Fig. 1: where the registers sit
Scale bar: 20 um. Other sequential cells in the stronger grey, the rest of the logic in the fainter grey.
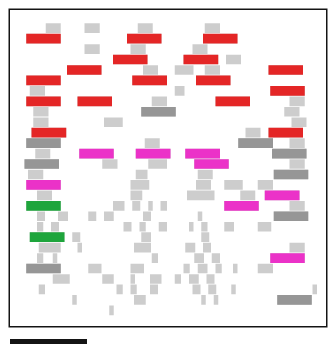
Fig. 2: cell classes on the final placement
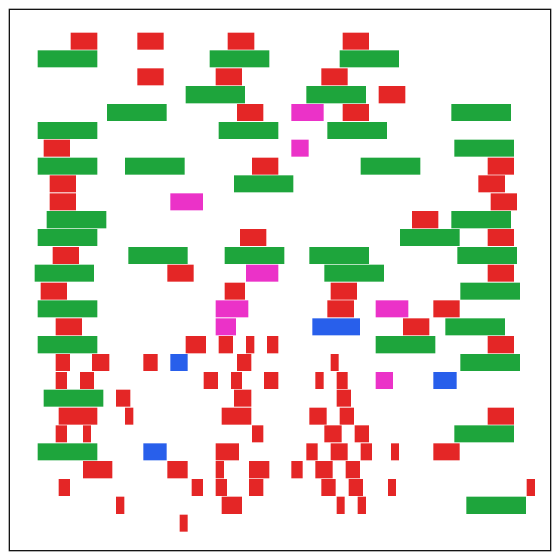
Fig. 3: routed clock nets over the placement
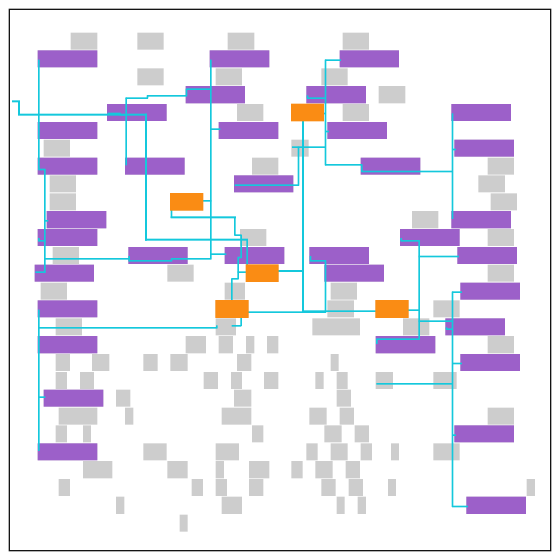
Fig. 4: clock nets
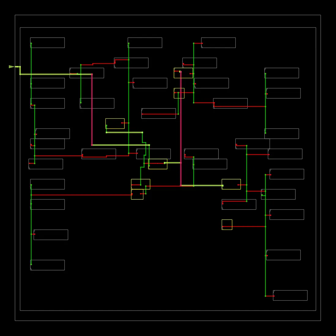
[src/rtl/fetch_pkg.sv]
// Shared types and constants for the instruction fetch slice.
package fetch_pkg;

    localparam int unsigned DEF_ADDR_W = 8;
    localparam int unsigned DEF_DATA_W = 16;
    localparam int unsigned RESET_PC   = 0;

    typedef enum logic [1:0] {
        S_ISSUE = 2'd0,
        S_REQ   = 2'd1,
        S_HOLD  = 2'd2
    } fetch_state_t;

endpackage

[src/rtl/inst_fetch_if.sv]
// Instruction-memory read and decode hand-off signals of the fetch stage.
interface inst_fetch_if
    import fetch_pkg::*;
#(
    parameter int unsigned ADDR_W = DEF_ADDR_W,
    parameter int unsigned DATA_W = DEF_DATA_W
);
    logic              mem_req;
    logic [ADDR_W-1:0] mem_addr;
    logic              mem_ack;
    logic [DATA_W-1:0] mem_rdata;
    logic              inst_valid;
    logic [DATA_W-1:0] inst_data;
    logic [ADDR_W-1:0] inst_pc;
    logic              inst_ready;

    modport master (
        output mem_req, mem_addr, inst_valid, inst_data, inst_pc,
        input  mem_ack, mem_rdata, inst_ready
    );

    modport slave (
        input  mem_req, mem_addr, inst_valid, inst_data, inst_pc,
        output mem_ack, mem_rdata, inst_ready
    );
endinterface

[src/rtl/fetch_timeout.sv]
// Memory-timeout watchdog: counts cycles spent waiting for mem_ack and
// raises a sticky error flag; only instantiated under FETCH_TIMEOUT_EN.
module fetch_timeout
    import fetch_pkg::*;
#(
    parameter int unsigned TIMEOUT_CYC = 15
) (
    input  logic clock,
    input  logic clear_n,
    input  logic in_req,
    input  logic mem_ack,
    output logic fetch_err
);
    localparam int unsigned CNT_W = $clog2(TIMEOUT_CYC + 1);

    logic [CNT_W-1:0] cnt;

    // Counter is zero on the first waiting cycle, so the flag rises after
    // exactly TIMEOUT_CYC unanswered cycles; it saturates and keeps waiting.
    always_ff @(posedge clock or negedge clear_n) begin
        if (!clear_n) begin
            cnt       <= '0;
            fetch_err <= 1'b0;
        end else begin
            if (!in_req)
                cnt <= '0;
            else if (!mem_ack && cnt != CNT_W'(TIMEOUT_CYC))
                cnt <= cnt + CNT_W'(1);
            if (in_req && !mem_ack && cnt == CNT_W'(TIMEOUT_CYC - 1))
                fetch_err <= 1'b1;
        end
    end
endmodule

[src/rtl/inst_fetch.sv]
// Instruction fetch: issues one memory read per PC, buffers the word for
// decode and steers the PC register. Optional watchdog: FETCH_TIMEOUT_EN.
module inst_fetch
    import fetch_pkg::*;
#(
    parameter int unsigned ADDR_W = DEF_ADDR_W,
    parameter int unsigned DATA_W = DEF_DATA_W
`ifdef FETCH_TIMEOUT_EN
    ,
    parameter int unsigned TIMEOUT_CYC = 15
`endif
) (
    input  logic              clock,
    input  logic              clear_n,
    input  logic [ADDR_W-1:0] pc_in,
    output logic [ADDR_W-1:0] next_pc,
    inst_fetch_if.master      bus,
    input  logic              branch_taken,
    input  logic [ADDR_W-1:0] branch_target,
    output logic              fetch_err
);
    fetch_state_t      state, state_nxt;
    logic [ADDR_W-1:0] mem_addr_q;
    logic [DATA_W-1:0] inst_data_q;
    logic [ADDR_W-1:0] inst_pc_q;
    logic              discard;
    logic              ack_in_req;
    logic              keep_word;

    assign ack_in_req = (state == S_REQ) && bus.mem_ack;
    // A returning word is dropped if a redirect arrived earlier or now.
    assign keep_word  = ack_in_req && !discard && !branch_taken;

    always_ff @(posedge clock or negedge clear_n) begin
        if (!clear_n)
            state <= S_ISSUE;
        else
            state <= state_nxt;
    end

    always_comb begin
        state_nxt = state;
        case (state)
            S_ISSUE: if (!branch_taken) state_nxt = S_REQ;
            S_REQ:   if (bus.mem_ack) state_nxt = keep_word ? S_HOLD : S_ISSUE;
            S_HOLD:  if (branch_taken || bus.inst_ready) state_nxt = S_ISSUE;
            default: state_nxt = S_ISSUE;
        endcase
    end

    always_comb begin
        bus.mem_req    = (state == S_REQ);
        bus.inst_valid = (state == S_HOLD);
        next_pc        = pc_in;
        if (branch_taken)
            next_pc = branch_target;
        else if (keep_word)
            next_pc = pc_in + ADDR_W'(1);
    end

    always_ff @(posedge clock or negedge clear_n) begin
        if (!clear_n) begin
            mem_addr_q  <= ADDR_W'(RESET_PC);
            inst_data_q <= '0;
            inst_pc_q   <= ADDR_W'(RESET_PC);
            discard     <= 1'b0;
        end else begin
            if (state == S_ISSUE)
                mem_addr_q <= pc_in;
            if (ack_in_req) begin
                discard <= 1'b0;
                if (keep_word) begin
                    inst_data_q <= bus.mem_rdata;
                    inst_pc_q   <= mem_addr_q;
                end
            end else if (state == S_REQ && branch_taken) begin
                discard <= 1'b1;
            end
        end
    end

    assign bus.mem_addr  = mem_addr_q;
    assign bus.inst_data = inst_data_q;
    assign bus.inst_pc   = inst_pc_q;

`ifdef FETCH_TIMEOUT_EN
    fetch_timeout #(
        .TIMEOUT_CYC(TIMEOUT_CYC)
    ) u_timeout (
        .clock    (clock),
        .clear_n  (clear_n),
        .in_req   (state == S_REQ),
        .mem_ack  (bus.mem_ack),
        .fetch_err(fetch_err)
    );
`else
    assign fetch_err = 1'b0;
`endif
endmodule

[src/flat_wrapper.sv]
// flat-port wrapper written by rule: the top's interface ports become plain ports
module inst_fetch_flat import fetch_pkg::*;
#(
    parameter int unsigned ADDR_W = DEF_ADDR_W,
    parameter int unsigned DATA_W = DEF_DATA_W

)
  (clock, clear_n, pc_in, next_pc, branch_taken, branch_target, fetch_err, bus_mem_req, bus_mem_addr, bus_inst_valid, bus_inst_data, bus_inst_pc, bus_mem_ack, bus_mem_rdata, bus_inst_ready);
  inst_fetch_if #(.ADDR_W(ADDR_W), .DATA_W(DATA_W)) bus_i ();
  input  logic clock;
  input  logic clear_n;
  input  logic [ADDR_W-1:0] pc_in;
  output logic [ADDR_W-1:0] next_pc;
  input  logic branch_taken;
  input  logic [ADDR_W-1:0] branch_target;
  output logic fetch_err;
  output wire logic [$bits(bus_i.mem_req)-1:0] bus_mem_req;
  output wire logic [$bits(bus_i.mem_addr)-1:0] bus_mem_addr;
  output wire logic [$bits(bus_i.inst_valid)-1:0] bus_inst_valid;
  output wire logic [$bits(bus_i.inst_data)-1:0] bus_inst_data;
  output wire logic [$bits(bus_i.inst_pc)-1:0] bus_inst_pc;
  input wire logic [$bits(bus_i.mem_ack)-1:0] bus_mem_ack;
  input wire logic [$bits(bus_i.mem_rdata)-1:0] bus_mem_rdata;
  input wire logic [$bits(bus_i.inst_ready)-1:0] bus_inst_ready;
  assign bus_mem_req = bus_i.mem_req;
  assign bus_mem_addr = bus_i.mem_addr;
  assign bus_inst_valid = bus_i.inst_valid;
  assign bus_inst_data = bus_i.inst_data;
  assign bus_inst_pc = bus_i.inst_pc;
  assign bus_i.mem_ack = bus_mem_ack;
  assign bus_i.mem_rdata = bus_mem_rdata;
  assign bus_i.inst_ready = bus_inst_ready;
  inst_fetch #(.ADDR_W(ADDR_W), .DATA_W(DATA_W)) u_core (.clock(clock), .clear_n(clear_n), .pc_in(pc_in), .next_pc(next_pc), .bus(bus_i), .branch_taken(branch_taken), .branch_target(branch_target), .fetch_err(fetch_err));
endmodule
[config.mk]
export PLATFORM = sky130hd
export DESIGN_NAME = inst_fetch_flat
export DESIGN_NICKNAME = d
export VERILOG_FILES = /design/src/rtl/fetch_pkg.sv /design/src/rtl/inst_fetch_if.sv /design/src/rtl/fetch_timeout.sv /design/src/rtl/inst_fetch.sv /design/src/flat_wrapper.sv
export SDC_FILE = /design/constraint.sdc
export NUM_CORES = 1
export LEC_CHECK = 0
export CAP_MARGIN = 5
export CELL_PAD_IN_SITES_DETAIL_PLACEMENT = 2
export CELL_PAD_IN_SITES_GLOBAL_PLACEMENT = 2
export CORE_UTILIZATION = 25
export DETAILED_ROUTE_END_ITERATION = 7
export DONT_BUFFER_PORTS = 1
export MAX_ROUTING_LAYER = met4
export PLACE_DENSITY_LB_ADDON = 0.1
export SYNTH_ARGS = -nofsm -noshare
export SYNTH_HDL_FRONTEND = slang
export SYNTH_SLANG_ARGS = --single-unit
[constraint.sdc]
create_clock -name clock -period 2.9 [get_ports clock]
set_clock_uncertainty 0.05 [all_clocks]
set_input_delay 0.29 -clock clock [delete_from_list [all_inputs] [get_ports clock]]
set_output_delay 0.29 -clock clock [all_outputs]
set_load 0.01 [all_outputs]
==> deck_impl_summary.md <==
Run Summary

Flow run
  • Max-Cap Viols: 0
  • Number of logged tool warnings: 26

Place
  • I/O Buffers: 0
  • Routability Congestion: 0.6833
  • Placed Cells: between 150 and 200
  • Half-perimeter wire length after detailed placement: between 2000 and 3000 um
  • Instance area after placement: between 1500 and 2000 um2

Synthesis
  • Compound-cell area share of the yosys netlist: under 10%
  • Cell total in the yosys stat output: 127
  • Distinct lib cells used: 34
  • Post-Synthesis Net Count: around 170
  • Adder-cell area share of the yosys netlist: 0.7770%
  • Chip Area, Yosys: between 1500 and 2000 um2
  • Post-synthesis register bit count: 35
  • Sequential fraction of the synthesis area: between 50% and 60%
  • Cell count after synthesis: about 130

Floorplan
  • Width of the die: between 80 and 90 um
  • Die area: just under 7000 um2
  • Io pins: roughly 80
  • Std-Cell Rows: 28

Final timing
  • Final Cycle Share: approximately four fifths
  • Max Clock Freq: about 420 MHz
  • Total of endpoints with negative setup slack in the final report: 0
  • Number of hold violations in the final report: 0
  • Relative slew slack: 47.87%
  • Setup repair after global routing missed its margin: false
  • Shortest clock period the worst path allows after layout: 2.375 ns
  • Final-layout setup total negative slack: 0 ns
  • Least-Margin Pin Slew: 0.7790 ns

Status
  • Outcome: complete, no violations

Clock tree
  • Number of resized instances in the post-cts repair step: 0
  • Cell at the root of the clock tree: clkbuf_8
  • H-tree depth: 2
  • Clock latency reported for the late side of the worst-skew pair: a little under 0.3 ns
  • CTS tree: built

Power
  • Clock network power share: 20.4%
  • Switching power summed over all nets: 0.0006471 W
  • Total leakage power: approximately 0.7 nW
  • Internal Pwr Total: between 0.001 and 0.0015 W
  • Sequential power share: 56.9%

Setup path
  • Cell chain of the critical path: nand4bb_2 -> or4_1 -> a31oi_1
  • Worst setup slack for register-to-register paths: around 0.99 ns
  • Largest driver fanout on the critical path: 13
  • Kind of end point of the critical path: output port
  • Register-to-Register Path Depth: 4
  • Reg-to-Reg Start: u_core.state[1]$_DFFE_PN0P_
  • Crit start category: flop
  • Crit Reg-Reg Endpoint: u_core.bus.inst_data[14]$_DFFE_PN0P_

Hold path
  • Startpoint of the worst hold path: bus_mem_ack
  • Class of the tightest hold or removal check: in -> reg
  • End point of the worst hold path: u_core.discard$_DFFE_PN0P_

GRT
  • Overall fraction of global-route tracks in use: 12.59%
  • Number of antenna violations at the first check in global routing: 0
  • Largest net degree at the start of global routing: 36
  • Global-route wire length before repair: approximately 6000 um
  • Grt ovf: 0

Routing
  • First-pass iteration count of the detailed router: 3
  • DR vias: about 1100
  • DR vias/cell: about 5.1
  • DRC: 0
  • Count of nets left with antenna violations after detail routing: 0
  • DRT iter0 DRCs: 34
  • Drt wl/cell: between 15 and 20 um

Finish
  • Post-route cell area: around 1800 um2
  • Number of antenna cells inserted: 0
  • Nets: 171
## Picture notes: Fig. 1
red -> u_core.bus.inst_data  # flops 16
magenta -> u_core.bus.mem_addr  # flops 8
green -> u_core.state  # flops 2

## Picture notes: Fig. 2
blue -> other buffers and delay cells  # cells 4, share of their area 2.8%
red -> combinational and other logic  # cells 87, share of their area 41%
green -> flops  # cells 35, share of their area 51%
magenta -> clock drivers and dummy loads  # cells 8, share of their area 5.4%

## Picture notes: Fig. 3
orange -> clock drivers  # count 5
purple -> flip-flops  # count 35
cyan -> clock wires  # length 519 um
routed clock nets = 6

## Picture notes: Fig. 4
number of clock buffers in the layout: 5
count of sequential standard cells: 35
number of CTS-inserted buffers: 5
TritonCTS sink count: 35

[logic make-up (layout without fill, tap and decap cells)]
kind of cell    count (synthesis)  count (layout)
fa+ha+maj                       1               1
mux                            33              33
compound gates                 18              18
simple gates                   31              31
buf+inv                         7              14
other cells                     1               1
xor+xnor                        1               1
flops                          35              35
[synthesized netlist by cell type]
cell       instances  share of area (%)
clkinv_1           1               0.23
nor2_2             1               0.39
nand4_1            1               0.39
a21oi_1            4                1.2
or3b_2             1               0.54
a211o_1            1               0.54
buf_2              1               0.31
nor2b_1            3                1.2
nand4bb_2          1                1.0
o21ai_0            5                1.6
nand2_1            3               0.70
o31ai_1            2               0.93
clkbuf_1           1               0.23
a211oi_1           1               0.47
nor2_1             7                1.6
xnor2_1            1               0.54
mux2i_1            1               0.62
dfrtp_1           35                 54
nor4b_1            1               0.54
inv_1              1               0.23
nor4_1             1               0.39
conb_1             1               0.23
or3_1              2               0.78
and2_1             1               0.39
nand3b_1           1               0.47
buf_4              3                1.4
and4bb_2           1               0.78
ha_1               1               0.78
nand2b_1           2               0.78
mux2_2            32                 22
or4_1              2               0.93
a31oi_1            4                1.6
nand3_1            3               0.93
a221oi_1           1               0.54
[through the flow]
step	util (%)	total power, W	setup slack (ns)
2_1_floorplan	-	0.001328	1.136
3_3_place_gp	27.73	0.001415	0.8611
6_report	29.91	0.001795	0.5249
4_1_cts	29.91	0.001839	0.4870
5_1_grt	29.91	0.001927	0.3649
3_5_place_dp	27.73	0.001444	0.8170
[area by class of cell]
type,count,area share (%)
timing repair buffer,4,2.622
multi-input combinational,85,38.37
sequential,35,48.31
tap,75,5.176
clock inverter,3,1.311
clock buffer,5,3.796
inverter,2,0.4141
[critical path: cells and delay by family, from the launching register on]
family	cells	cell delay, ns
flip-flops	1	0.43
AND-OR/OR-AND	1	0.30
AND/OR/NAND/NOR	2	1.02
[worst max-delay path by stage]
stage                                      startpoint         end  slack, ns  cells after the start
after detailed placement  u_core.state[1]$_DFFE_PN0P_  next_pc[6]       0.82                      3
after global placement    u_core.state[1]$_DFFE_PN0P_  next_pc[6]       0.86                      3
after floorplan           u_core.state[1]$_DFFE_PN0P_  next_pc[3]       1.14                      4
after CTS                 u_core.state[1]$_DFFE_PN0P_  next_pc[6]       0.49                      3
final                     u_core.state[1]$_DFFE_PN0P_  next_pc[6]       0.52                      3
after global routing      u_core.state[1]$_DFFE_PN0P_  next_pc[6]       0.36                      3
[flip-flops by register name (all words and copies together) (netlist names)]
name / cells
u_core.state: 2
u_core.bus.mem_addr: 8
u_core.discard: 1
u_core.bus.inst_data: 16
u_core.bus.inst_pc: 8
[power by group through the flow]
stage / Clock, W / Sequential (W) / Combinational, W
floorplan: 0 / 0.000975 / 0.000353
global placement: 0 / 0.00103 / 0.000383
detailed placement: 0 / 0.00104 / 0.000402
CTS: 0.000387 / 0.00103 / 0.000420
global route: 0.000404 / 0.00107 / 0.000458
finish: 0.000366 / 0.00102 / 0.000408
[metal layers]
metal  part of all wire (%)  wire length [um]  global-route usage, %
met5                      0                 0                      -
met1                     39              1545                  14.14
met3                    7.0               276                  4.286
met4                    1.2                49                  4.737
met2                     52              2057                  20.66
Power figures rest on the tool's default switching activity, not on a simulated workload.
